Gate-type map:
Scale: 4 px per um.
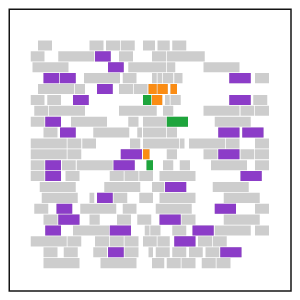
Clock routing:
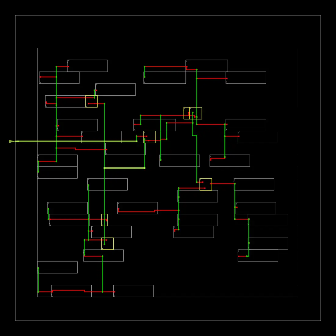
File: src/rtl/reg_access_ctrl.sv
// reg_access_ctrl: initiator-side controller for a 4-entry register file.
// Accepts one decoded operation at a time, reads both source operands,
// hands them to the datapath over a valid/ready handshake, collects the
// result and optionally writes it back with a single-cycle REG_WRITE.
//
// Optional feature macro: REG_ACCESS_ZERO_REG_EN
//   defined   -> register 0 reads as zero and is never written
//   undefined -> register 0 is an ordinary general-purpose register

package reg_access_pkg;

  // Register-file entry select.
  typedef enum logic [1:0] {
    REG_0 = 2'd0,
    REG_1 = 2'd1,
    REG_2 = 2'd2,
    REG_3 = 2'd3
  } register_sel_e;

  // Register-file operation; anything other than REG_WRITE leaves it unchanged.
  typedef enum logic {
    REG_READ  = 1'b0,
    REG_WRITE = 1'b1
  } registers_op_e;

endpackage

module reg_access_ctrl
  import reg_access_pkg::*;
#(
  parameter int DATA_BUS_WIDTH = 8
) (
  input  logic                      clock,
  input  logic                      reset,

  // decoder request
  input  logic                      req_valid,
  output logic                      req_ready,
  input  register_sel_e             req_src1,
  input  register_sel_e             req_src2,
  input  register_sel_e             req_dst,
  input  logic                      req_wb,

  // register file control
  output registers_op_e             reg_op,
  output register_sel_e             reg_in_sel,
  output register_sel_e             reg_1_out_sel,
  output register_sel_e             reg_2_out_sel,
  output logic [DATA_BUS_WIDTH-1:0] reg_data_in,
  input  logic [DATA_BUS_WIDTH-1:0] reg_1_out,
  input  logic [DATA_BUS_WIDTH-1:0] reg_2_out,

  // operands to the datapath
  output logic                      opnd_valid,
  input  logic                      opnd_ready,
  output logic [DATA_BUS_WIDTH-1:0] opnd_a,
  output logic [DATA_BUS_WIDTH-1:0] opnd_b,

  // result from the datapath
  input  logic                      res_valid,
  output logic                      res_ready,
  input  logic [DATA_BUS_WIDTH-1:0] res_data,

  output logic                      busy
);

`ifdef REG_ACCESS_ZERO_REG_EN
  localparam bit ZERO_REG_EN = 1'b1;
`else
  localparam bit ZERO_REG_EN = 1'b0;
`endif

  // FSM encoding
  localparam logic [2:0] ST_IDLE   = 3'd0;
  localparam logic [2:0] ST_READ   = 3'd1;
  localparam logic [2:0] ST_ISSUE  = 3'd2;
  localparam logic [2:0] ST_RESULT = 3'd3;
  localparam logic [2:0] ST_WRITE  = 3'd4;

  logic [2:0]                state_reg;
  logic [2:0]                state_next;

  // latched request fields
  register_sel_e             src1_reg;
  register_sel_e             src2_reg;
  register_sel_e             dst_reg;
  logic                      wb_reg;

  logic [DATA_BUS_WIDTH-1:0] result_reg;

  // both read ports handled uniformly: index 0 -> operand A, index 1 -> operand B
  register_sel_e             rd_sel     [2];
  logic [DATA_BUS_WIDTH-1:0] rd_data    [2];
  logic [DATA_BUS_WIDTH-1:0] opnd_reg   [2];
  logic [DATA_BUS_WIDTH-1:0] opnd_next  [2];

  logic                      accept_req;
  logic                      opnd_xfer;
  logic                      res_xfer;
  logic                      write_back;

  assign accept_req = (state_reg == ST_IDLE)   && req_valid;
  assign opnd_xfer  = (state_reg == ST_ISSUE)  && opnd_ready;
  assign res_xfer   = (state_reg == ST_RESULT) && res_valid;

  // A write to the hardwired zero register is silently dropped, so the
  // FSM skips WRITE entirely and reg_op never pulses for register 0.
  assign write_back = wb_reg && !(ZERO_REG_EN && (dst_reg == REG_0));

  assign rd_sel[0]  = src1_reg;
  assign rd_sel[1]  = src2_reg;
  assign rd_data[0] = reg_1_out;
  assign rd_data[1] = reg_2_out;

  // State register; reset forces IDLE at once so reg_op cannot finish a write.
  always_ff @(posedge clock or posedge reset) begin
    if (reset) begin
      state_reg <= ST_IDLE;
    end else begin
      state_reg <= state_next;
    end
  end

  // Next-state logic: one operation in flight, requests outside IDLE are ignored.
  always_comb begin
    state_next = state_reg;
    case (state_reg)
      ST_IDLE: begin
        if (req_valid) begin
          state_next = ST_READ;
        end
      end
      ST_READ: begin
        state_next = ST_ISSUE;
      end
      ST_ISSUE: begin
        if (opnd_ready) begin
          state_next = ST_RESULT;
        end
      end
      ST_RESULT: begin
        if (res_valid) begin
          state_next = write_back ? ST_WRITE : ST_IDLE;
        end
      end
      ST_WRITE: begin
        state_next = ST_IDLE;
      end
      default: begin
        state_next = ST_IDLE;
      end
    endcase
  end

  // Latch the request fields when a request is accepted in IDLE.
  always_ff @(posedge clock or posedge reset) begin
    if (reset) begin
      src1_reg <= REG_0;
      src2_reg <= REG_0;
      dst_reg  <= REG_0;
      wb_reg   <= 1'b0;
    end else if (accept_req) begin
      src1_reg <= req_src1;
      src2_reg <= req_src2;
      dst_reg  <= req_dst;
      wb_reg   <= req_wb;
    end
  end

  // Operand capture, one instance per read port. Operands are sampled at the
  // end of READ and then held untouched through ISSUE, so they stay stable
  // until the datapath takes them.
  genvar gi;
  generate
    for (gi = 0; gi < 2; gi++) begin : g_opnd
      // Register 0 reads as zero when the hardwired-zero option is built in.
      always_comb begin
        opnd_next[gi] = rd_data[gi];
        if (ZERO_REG_EN && (rd_sel[gi] == REG_0)) begin
          opnd_next[gi] = '0;
        end
      end

      // Capture the operand at the READ -> ISSUE edge.
      always_ff @(posedge clock or posedge reset) begin
        if (reset) begin
          opnd_reg[gi] <= '0;
        end else if (state_reg == ST_READ) begin
          opnd_reg[gi] <= opnd_next[gi];
        end
      end
    end
  endgenerate

  // Capture the datapath result on the result handshake; for wb=0 the value
  // is simply never written back.
  always_ff @(posedge clock or posedge reset) begin
    if (reset) begin
      result_reg <= '0;
    end else if (res_xfer) begin
      result_reg <= res_data;
    end
  end

  // Outputs are decoded straight from the state register so that an
  // asynchronous reset removes REG_WRITE in the same cycle.
  assign req_ready     = (state_reg == ST_IDLE);
  assign busy          = (state_reg != ST_IDLE);
  assign opnd_valid    = (state_reg == ST_ISSUE);
  assign res_ready     = (state_reg == ST_RESULT);
  assign reg_op        = (state_reg == ST_WRITE) ? REG_WRITE : REG_READ;

  assign reg_in_sel    = dst_reg;
  assign reg_1_out_sel = src1_reg;
  assign reg_2_out_sel = src2_reg;
  assign reg_data_in   = result_reg;

  assign opnd_a        = opnd_reg[0];
  assign opnd_b        = opnd_reg[1];

endmodule
File: config.mk
export PLATFORM = sky130hd
export DESIGN_NAME = reg_access_ctrl
export DESIGN_NICKNAME = d
export VERILOG_FILES = /design/src/rtl/reg_access_ctrl.sv
export SDC_FILE = /design/constraint.sdc
export NUM_CORES = 1
export LEC_CHECK = 0
export CORE_MARGIN = 5
export CORE_UTILIZATION = 40
export CTS_CLUSTER_SIZE = 14
export DETAILED_ROUTE_END_ITERATION = 10
export GPL_TIMING_DRIVEN = 1
export PLACE_DENSITY = 0.77
export SYNTH_ARGS = -nofsm -noshare
export SYNTH_HDL_FRONTEND = slang
export SYNTH_SLANG_ARGS = --single-unit
File: constraint.sdc
create_clock -name clock -period 2.3 [get_ports clock]
set_clock_uncertainty 0.2 [all_clocks]
set_input_delay 0.575 -clock clock [delete_from_list [all_inputs] [get_ports clock]]
set_output_delay 0.575 -clock clock [all_outputs]
set_load 0.02 [all_outputs]
==> reports/metrics.cfg <==
[timing]
whs_ns=0.307
tightest_slew_ns=0.425
hold_violations=0
rsz0062_at_grt=false
post-route-min-period_ns=2.20
fin_crit_sh_pct=95.8

[placement]
io_buffer_count=70
post_dp_cell_area_mm2=0.00216
pre_cts_ws_ns=0.0629

[logic_synthesis]
top_cells_by_count=dfrtp_1, mux2_4, mux2_2
ys_sh_xor_pct=0
synth-edff-count=0
simple_gate_area_share_pct=6.41
synthesis.area_mm2=0.00144
avgSynthCellArea_um2=16.4
ys_seq_share_pct=58.9
synthAdderAreaFrac_pct=0
synth_cells=88

[worst_setup_path]
worstReg2RegEnd=opnd_a[5]
crit_required_ns=1.52
reg2reg_slack_ns=0.54
cp-start-kind=flop
arrival_ns=1.43
path_delay_family=flip-flops
critPathCaptureType=output port

[global_routing]
grtUsageTotal_pct=14.5
grt-ovfl-total=0
grt_busiest_layer=met2
grt_pass1_wl_um=5560
first_global_vias=1089
grtUsageMet3_pct=5.45

[cells_and_area]
area_growth_syn_to_layout_pct=54.9
instances_no_fill=213
final_core_util_pct=65.5
regArea_um2=855
nNetsFinal=203
lay_top_cells=clkdlybuf4s50_1, dfrtp_1, mux2_4, mux2_2, buf_4

[cts]
clk_path_buf_depth=2
clkLatencyLatePin_ns=0.32
holdBufCountCts=0

[hold_path]
holdPathEnd=state_reg[2]
worst_hold_path_type=flop to flop
worstHoldStart=wb_reg

[power]
combPwrFrac_pct=56.6
maxPowerGroup=combinational cells
seq-power_mw=1.08

[die]
ioPinCount=71
taps=46
coreArea_mm2=0.00342

[outcome]
status=finished, final reports clean

[run]
warnings=26

[routing]
drc=0
wl_um=3240

## Picture notes: 'gate-type map'
- nand cells: green (cells 3)
- mux cells: purple (cells 30)
- aoi and oai cells: orange (cells 5; where north)

## Picture notes: 'clock routing'
TritonCTS Buffers: 5
flop count: 34

